===== src/rtl/hazard_md_ctrl_pkg.sv =====
// Shared encodings for the hazard controller: forwarding selects, the Tuse
// "not used" marker, MD scheduler states and the forward/stall helpers.
package hazard_md_ctrl_pkg;

  localparam logic [1:0] FWD_RF    = 2'd0;
  localparam logic [1:0] FWD_W     = 2'd1;
  localparam logic [1:0] FWD_M     = 2'd2;
  localparam logic [1:0] FWD_E     = 2'd3;
  localparam logic [1:0] TUSE_NONE = 2'd3;

  typedef enum logic {
    MD_IDLE = 1'b0,
    MD_BUSY = 1'b1
  } mdState_e;

  // Nearest producer whose value is already computed wins; $0 never forwards.
  function automatic logic [1:0] fwdSelect(
    input logic [4:0] src,
    input logic       rwE, input logic [4:0] wE, input logic [1:0] tnE,
    input logic       rwM, input logic [4:0] wM, input logic [1:0] tnM,
    input logic       rwW, input logic [4:0] wW
  );
    logic [1:0] sel;
    sel = FWD_RF;
    if (src != 5'd0) begin
      if (rwE && (wE == src) && (tnE == 2'd0))      sel = FWD_E;
      else if (rwM && (wM == src) && (tnM == 2'd0)) sel = FWD_M;
      else if (rwW && (wW == src))                  sel = FWD_W;
    end
    return sel;
  endfunction

  // Stall when a pending producer in E or M cannot deliver before the use.
  function automatic logic dataStall(
    input logic [4:0] src, input logic [1:0] tuse,
    input logic       rwE, input logic [4:0] wE, input logic [1:0] tnE,
    input logic       rwM, input logic [4:0] wM, input logic [1:0] tnM
  );
    logic hitE;
    logic hitM;
    hitE = rwE && (wE == src) && (tuse < tnE);
    hitM = rwM && (wM == src) && (tuse < tnM);
    return (src != 5'd0) && (tuse != TUSE_NONE) && (hitE || hitM);
  endfunction

endpackage


===== src/rtl/hazard_md_ctrl_if.sv =====
// Pipeline-to-hazard-controller bundle. master = pipeline, slave = controller.
interface hazard_md_ctrl_if;
  logic [4:0]  rs_d;
  logic [4:0]  rt_d;
  logic [1:0]  tuse_rs_d;
  logic [1:0]  tuse_rt_d;
  logic        md_d;
  logic [4:0]  wreg_e;
  logic        regwrite_e;
  logic [1:0]  tnew_e;
  logic [4:0]  wreg_m;
  logic        regwrite_m;
  logic [1:0]  tnew_m;
  logic [4:0]  wreg_w;
  logic        regwrite_w;
  logic        md_start_e;
  logic        md_is_div_e;
  logic [1:0]  fwd_rs_d;
  logic [1:0]  fwd_rt_d;
  logic        stall;
  logic        md_busy;
  logic        md_done;
  logic [31:0] stall_cnt;

  modport master (
    output rs_d, rt_d, tuse_rs_d, tuse_rt_d, md_d,
           wreg_e, regwrite_e, tnew_e, wreg_m, regwrite_m, tnew_m,
           wreg_w, regwrite_w, md_start_e, md_is_div_e,
    input  fwd_rs_d, fwd_rt_d, stall, md_busy, md_done, stall_cnt
  );

  modport slave (
    input  rs_d, rt_d, tuse_rs_d, tuse_rt_d, md_d,
           wreg_e, regwrite_e, tnew_e, wreg_m, regwrite_m, tnew_m,
           wreg_w, regwrite_w, md_start_e, md_is_div_e,
    output fwd_rs_d, fwd_rt_d, stall, md_busy, md_done, stall_cnt
  );
endinterface


===== src/rtl/hazard_md_ctrl_md_sched.sv =====
// Multiply/divide occupancy scheduler: loads the op latency on start, counts
// down while busy and pulses mdDone for one cycle after the last busy cycle.
module hazard_md_ctrl_md_sched
  import hazard_md_ctrl_pkg::*;
#(
  parameter int MULT_LAT = 5,
  parameter int DIV_LAT  = 10,
  parameter int CNT_W    = 4
) (
  input  logic clk,
  input  logic reset,
  input  logic mdStart,
  input  logic mdIsDiv,
  output logic mdBusy,
  output logic mdDone
);

  mdState_e         state;
  logic [CNT_W-1:0] count;
  logic [CNT_W-1:0] loadVal;

  assign loadVal = mdIsDiv ? CNT_W'(DIV_LAT) : CNT_W'(MULT_LAT);

  // FSM with latency counter; a start on the final busy cycle chains a new op.
  always_ff @(posedge clk or posedge reset) begin
    if (reset) begin
      state  <= MD_IDLE;
      count  <= '0;
      mdBusy <= 1'b0;
      mdDone <= 1'b0;
    end else begin
      mdDone <= 1'b0;
      case (state)
        MD_IDLE: begin
          if (mdStart) begin
            state  <= MD_BUSY;
            count  <= loadVal;
            mdBusy <= 1'b1;
          end
        end
        MD_BUSY: begin
          if (count > CNT_W'(1)) begin
            count <= count - CNT_W'(1);
          end else begin
            mdDone <= 1'b1;
            if (mdStart) begin
              count <= loadVal;
            end else begin
              state  <= MD_IDLE;
              count  <= '0;
              mdBusy <= 1'b0;
            end
          end
        end
        default: begin
          state  <= MD_IDLE;
          count  <= '0;
          mdBusy <= 1'b0;
        end
      endcase
    end
  end

endmodule


===== src/rtl/hazard_md_ctrl.sv =====
// Hazard controller top: D-stage forwarding selects, data/MD stall and the
// stall-cycle performance counter, with MD scheduling in a sub-module.
module hazard_md_ctrl
  import hazard_md_ctrl_pkg::*;
#(
  parameter int MULT_LAT = 5,
  parameter int DIV_LAT  = 10,
  parameter int CNT_W    = 4
) (
  input  logic clk,
  input  logic reset,
  hazard_md_ctrl_if.slave bus
);

  logic        mdBusy;
  logic        mdDone;
  logic        stallRs;
  logic        stallRt;
  logic        stallMd;
  logic        stallAll;
  logic [31:0] stallCnt;

  hazard_md_ctrl_md_sched #(
    .MULT_LAT (MULT_LAT),
    .DIV_LAT  (DIV_LAT),
    .CNT_W    (CNT_W)
  ) mdSched (
    .clk     (clk),
    .reset   (reset),
    .mdStart (bus.md_start_e),
    .mdIsDiv (bus.md_is_div_e),
    .mdBusy  (mdBusy),
    .mdDone  (mdDone)
  );

  // Zero-latency forwarding and stall decisions from the current pipeline view.
  always_comb begin
    bus.fwd_rs_d = fwdSelect(bus.rs_d,
                             bus.regwrite_e, bus.wreg_e, bus.tnew_e,
                             bus.regwrite_m, bus.wreg_m, bus.tnew_m,
                             bus.regwrite_w, bus.wreg_w);
    bus.fwd_rt_d = fwdSelect(bus.rt_d,
                             bus.regwrite_e, bus.wreg_e, bus.tnew_e,
                             bus.regwrite_m, bus.wreg_m, bus.tnew_m,
                             bus.regwrite_w, bus.wreg_w);
    stallRs  = dataStall(bus.rs_d, bus.tuse_rs_d,
                         bus.regwrite_e, bus.wreg_e, bus.tnew_e,
                         bus.regwrite_m, bus.wreg_m, bus.tnew_m);
    stallRt  = dataStall(bus.rt_d, bus.tuse_rt_d,
                         bus.regwrite_e, bus.wreg_e, bus.tnew_e,
                         bus.regwrite_m, bus.wreg_m, bus.tnew_m);
    stallMd  = bus.md_d && (bus.md_start_e || mdBusy);
    stallAll = stallRs || stallRt || stallMd;
  end

  // Count every edge at which the pipeline is held; wraps naturally.
  always_ff @(posedge clk or posedge reset) begin
    if (reset) stallCnt <= '0;
    else if (stallAll) stallCnt <= stallCnt + 32'd1;
  end

  assign bus.stall     = stallAll;
  assign bus.md_busy   = mdBusy;
  assign bus.md_done   = mdDone;
  assign bus.stall_cnt = stallCnt;

endmodule


===== src/flat_wrapper.sv =====
// flat-port wrapper written by rule: the top's interface ports become plain ports
module hazard_md_ctrl_flat import hazard_md_ctrl_pkg::*;
#(
  parameter int MULT_LAT = 5,
  parameter int DIV_LAT  = 10,
  parameter int CNT_W    = 4
)
  (clk, reset, bus_rs_d, bus_rt_d, bus_tuse_rs_d, bus_tuse_rt_d, bus_md_d, bus_wreg_e, bus_regwrite_e, bus_tnew_e, bus_wreg_m, bus_regwrite_m, bus_tnew_m, bus_wreg_w, bus_regwrite_w, bus_md_start_e, bus_md_is_div_e, bus_fwd_rs_d, bus_fwd_rt_d, bus_stall, bus_md_busy, bus_md_done, bus_stall_cnt);
  hazard_md_ctrl_if bus_i ();
  input  logic clk;
  input  logic reset;
  input wire logic [$bits(bus_i.rs_d)-1:0] bus_rs_d;
  input wire logic [$bits(bus_i.rt_d)-1:0] bus_rt_d;
  input wire logic [$bits(bus_i.tuse_rs_d)-1:0] bus_tuse_rs_d;
  input wire logic [$bits(bus_i.tuse_rt_d)-1:0] bus_tuse_rt_d;
  input wire logic [$bits(bus_i.md_d)-1:0] bus_md_d;
  input wire logic [$bits(bus_i.wreg_e)-1:0] bus_wreg_e;
  input wire logic [$bits(bus_i.regwrite_e)-1:0] bus_regwrite_e;
  input wire logic [$bits(bus_i.tnew_e)-1:0] bus_tnew_e;
  input wire logic [$bits(bus_i.wreg_m)-1:0] bus_wreg_m;
  input wire logic [$bits(bus_i.regwrite_m)-1:0] bus_regwrite_m;
  input wire logic [$bits(bus_i.tnew_m)-1:0] bus_tnew_m;
  input wire logic [$bits(bus_i.wreg_w)-1:0] bus_wreg_w;
  input wire logic [$bits(bus_i.regwrite_w)-1:0] bus_regwrite_w;
  input wire logic [$bits(bus_i.md_start_e)-1:0] bus_md_start_e;
  input wire logic [$bits(bus_i.md_is_div_e)-1:0] bus_md_is_div_e;
  output wire logic [$bits(bus_i.fwd_rs_d)-1:0] bus_fwd_rs_d;
  output wire logic [$bits(bus_i.fwd_rt_d)-1:0] bus_fwd_rt_d;
  output wire logic [$bits(bus_i.stall)-1:0] bus_stall;
  output wire logic [$bits(bus_i.md_busy)-1:0] bus_md_busy;
  output wire logic [$bits(bus_i.md_done)-1:0] bus_md_done;
  output wire logic [$bits(bus_i.stall_cnt)-1:0] bus_stall_cnt;
  assign bus_i.rs_d = bus_rs_d;
  assign bus_i.rt_d = bus_rt_d;
  assign bus_i.tuse_rs_d = bus_tuse_rs_d;
  assign bus_i.tuse_rt_d = bus_tuse_rt_d;
  assign bus_i.md_d = bus_md_d;
  assign bus_i.wreg_e = bus_wreg_e;
  assign bus_i.regwrite_e = bus_regwrite_e;
  assign bus_i.tnew_e = bus_tnew_e;
  assign bus_i.wreg_m = bus_wreg_m;
  assign bus_i.regwrite_m = bus_regwrite_m;
  assign bus_i.tnew_m = bus_tnew_m;
  assign bus_i.wreg_w = bus_wreg_w;
  assign bus_i.regwrite_w = bus_regwrite_w;
  assign bus_i.md_start_e = bus_md_start_e;
  assign bus_i.md_is_div_e = bus_md_is_div_e;
  assign bus_fwd_rs_d = bus_i.fwd_rs_d;
  assign bus_fwd_rt_d = bus_i.fwd_rt_d;
  assign bus_stall = bus_i.stall;
  assign bus_md_busy = bus_i.md_busy;
  assign bus_md_done = bus_i.md_done;
  assign bus_stall_cnt = bus_i.stall_cnt;
  hazard_md_ctrl #(.MULT_LAT(MULT_LAT), .DIV_LAT(DIV_LAT), .CNT_W(CNT_W)) u_core (.clk(clk), .reset(reset), .bus(bus_i));
endmodule

===== config.mk =====
export PLATFORM = sky130hd
export DESIGN_NAME = hazard_md_ctrl_flat
export DESIGN_NICKNAME = d
export VERILOG_FILES = /design/src/rtl/hazard_md_ctrl_pkg.sv /design/src/rtl/hazard_md_ctrl_if.sv /design/src/rtl/hazard_md_ctrl_md_sched.sv /design/src/rtl/hazard_md_ctrl.sv /design/src/flat_wrapper.sv
export SDC_FILE = /design/constraint.sdc
export NUM_CORES = 1
export LEC_CHECK = 0
export ABC_AREA = 0
export CAP_MARGIN = 25
export CORE_ASPECT_RATIO = 0.7
export CORE_MARGIN = 2
export CORE_UTILIZATION = 48
export CTS_CLUSTER_DIAMETER = 120
export DETAILED_ROUTE_END_ITERATION = 8
export HOLD_SLACK_MARGIN = 0.05
export PLACE_DENSITY = 0.8
export SLEW_MARGIN = 10
export SYNTH_ARGS = -nofsm -noshare
export SYNTH_HDL_FRONTEND = slang
export SYNTH_HIERARCHICAL = 1
export SYNTH_SLANG_ARGS = --single-unit

===== constraint.sdc =====
create_clock -name clk -period 2.2 [get_ports clk]
set_input_delay 0.33 -clock clk [delete_from_list [all_inputs] [get_ports clk]]
set_output_delay 0.33 -clock clk [all_outputs]
set_load 0.005 [all_outputs]

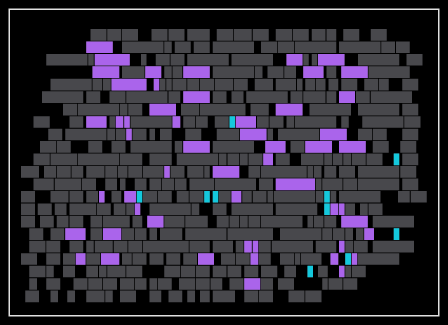
Figure 1: logic cells by family.
[inverters] cyan | cells: 10
[NOR gates] purple | cells: 53

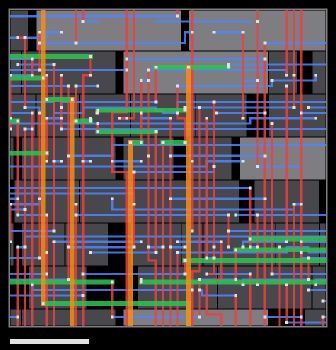
Figure 2: close-up of the layout.
The bar under the picture is 5 um long. Window x 37 to 57, y 37 to 57 um. Cells in grey, sequential cells in the stronger grey; small squares are vias.
[metal 2] red
[metal 3] green
[metal 1] blue
[metal 4] orange
sequential cells in the window: 4
netlist names of flops here include: u_core/bus.stall_cnt (4)
cells with their middle in the window: 28
most frequent: xor2_1 (5), buf_4 (5), dfrtp_1 (4)

==> results_dict.tcl <==
# yosys + openroad results
set metrics [dict create \
    async_flop_share 1.00 \
    end_kind "flip-flop" \
    grt_pass1_wl_mm 12.8 \
    drt_iter0_drc 228 \
    antenna_found_initial 0 \
    fin_cells 467 \
    drive_gt1_frac 0.306 \
    cp_slowest_cell "a2111oi_4" \
    setup_viol 0 \
    antenna_cells 0 \
    place_ws_ns -0.757 \
    worstPathCellList "clkdlybuf4s15_1 > nand2b_1 > a2111oi_4 > a22oi_2 > a211oi_2 > nor3_4 > buf_6 > buf_16 > nor3_4 > xor2_1" \
    warnings 28 \
    power_density_mw_per_mm2 696 \
    seqCellArea_um2 976 \
    rr_startpoint "u_core/bus.stall_cnt[3]" \
    die_area_mm2 0.00623 \
    synth_seq_share 0.363 \
    final-comb-area_mm2 0.00191 \
    cp_max_fo 14 \
    status "completed" \
    cp-start-kind "primary input" \
    p_total_mw 2.94 \
    firstDrtPassIters 4 \
    netlist-cell-type-count 43 \
    tightest_slew_ns 0.476 \
    critPathTopFamily "AND-OR/OR-AND gates" \
    yosys_area_mm2 0.00269 \
    globalplace.congestion 0.892 \
    met2_usage 0.426 \
    clkPwrFrac 0.162 \
    grt_busiest_layer "met2" \
    leakage_nw 1.96 \
    yosys_warnings 6 \
    hold_class "primary input to async pin" \
    edf_count 0 \
    critPathKind "primary input to flip-flop" \
    r2r_end "u_core/bus.stall_cnt[30]" \
    place_area_mm2 0.00381 \
    syn-cell-area_mm2 0.00269 \
    numPlacedInstances 454 \
]
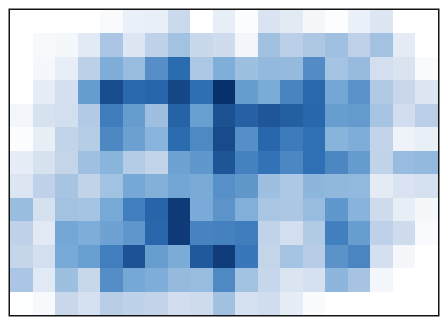
Figure 3: routed metal per tile.
The die is cut into 19 by 13 equal tiles; white is low, dark blue is high, scaled to the fullest tile. Values are wire area over tile area, all layers added.
fullest tile: 0.62
mean over tiles: 0.23
nearly empty tiles: 9.3%
densest ninth of the die: centre
tiles over half the peak: 31%

==> state kept, by name (all words and copies together), names as in the netlist <==
signal,flops
u_core/bus.stall_cnt,32
u_core/mdSched/count,4
u_core/mdSched/mdBusy,1
u_core/mdSched/mdDone,1
u_core/mdSched/state,1
==> power by group through the flow <==
stage	Sequential, mW	Clock (mW)	Combinational, mW
floorplan	1.03	0	0.639
global placement	1.08	0	1.12
detailed placement	1.09	0	1.15
CTS	1.08	0.473	1.26
global route	1.11	0.513	1.47
finish	1.09	0.476	1.37
==> per-stage QoR <==
stage	utilization	hold WS (ns)
after CTS	0.771	0.325
after global placement	0.717	0.470
after floorplan	-	0.133
after global routing	0.795	0.346
final	0.795	0.324
after detailed placement	0.717	0.472
==> logic make-up (layout without fill, tap and decap cells) <==
kind of cell / after synthesis / count (layout) / synth area share
buf+inv: 19 / 142 / 0.0382
fa+ha+maj: 8 / 8 / 0.0372
simple gates: 124 / 124 / 0.298
mux: 1 / 1 / 0.00419
xor+xnor: 61 / 61 / 0.199
flops: 39 / 39 / 0.363
compound gates: 20 / 20 / 0.0610
==> what timing repair did <==
| item | 4_1_cts | 5_1_grt |
|---|---|---|
| gates cloned | 2 | 0 |
| pin swaps | 20 | 30 |
| buffers inserted | 4 | 0 |
| resized | 69 | 54 |
| hold endpoints to repair | 0 | 0 |
| setup endpoints to repair | 37 | 30 |
==> synthesized netlist by cell type (3+ instances only) <==
| master | instances | area (um2) |
|---|---|---|
| nor2_1 | 12 | 45.0 |
| nand4_1 | 11 | 68.8 |
| and3_1 | 4 | 25.0 |
| xnor2_1 | 9 | 78.8 |
| ha_1 | 8 | 100 |
| xor2_1 | 52 | 455 |
| o21ai_0 | 3 | 15.0 |
| nor3_1 | 8 | 40.0 |
| buf_6 | 4 | 45.0 |
| nand2_1 | 18 | 67.6 |
| dfrtp_1 | 39 | 976 |
| nand3_1 | 19 | 95.1 |
| or3_1 | 4 | 25.0 |
| nand2b_1 | 8 | 50.1 |
| inv_1 | 9 | 33.8 |
| nor3_2 | 19 | 190 |
| nor4_1 | 3 | 18.8 |
| or4_1 | 3 | 22.5 |
| a21oi_1 | 5 | 25.0 |
| nor4_2 | 6 | 75.1 |
| clkbuf_1 | 3 | 11.3 |
==> metal layers <==
metal  wire length (um)  up-vias
met3                657       15
met4                153        0
li1                   -     1200
met1               3870     1301
met2               4170      153
met5                  0        -
==> layout make-up <==
| class | count | share of cell area |
|---|---|---|
| clock buffers | 7 | 0.0181 |
| clock inverters | 1 | 0.00119 |
| inverters | 10 | 0.00889 |
| multi-input cells | 214 | 0.453 |
| flip-flops and latches | 39 | 0.231 |
| well taps | 72 | 0.0213 |
| repair buffers | 124 | 0.266 |
==> layout by cell type, fill, tap and decap left out, drive strengths merged, types with 10 or more instances in the layout <==
| cell type | count |
|---|---|
| nand4 | 11 |
| clkbuf | 14 |
| inv | 10 |
| nor2 | 14 |
| buf | 48 |
| nand3 | 20 |
| nand2 | 18 |
| dfrtp | 39 |
| dlygate4sd2 | 20 |
| xor2 | 52 |
| nor3 | 27 |
| clkdlybuf4s50 | 43 |
Power and IR drop assume default switching activity.
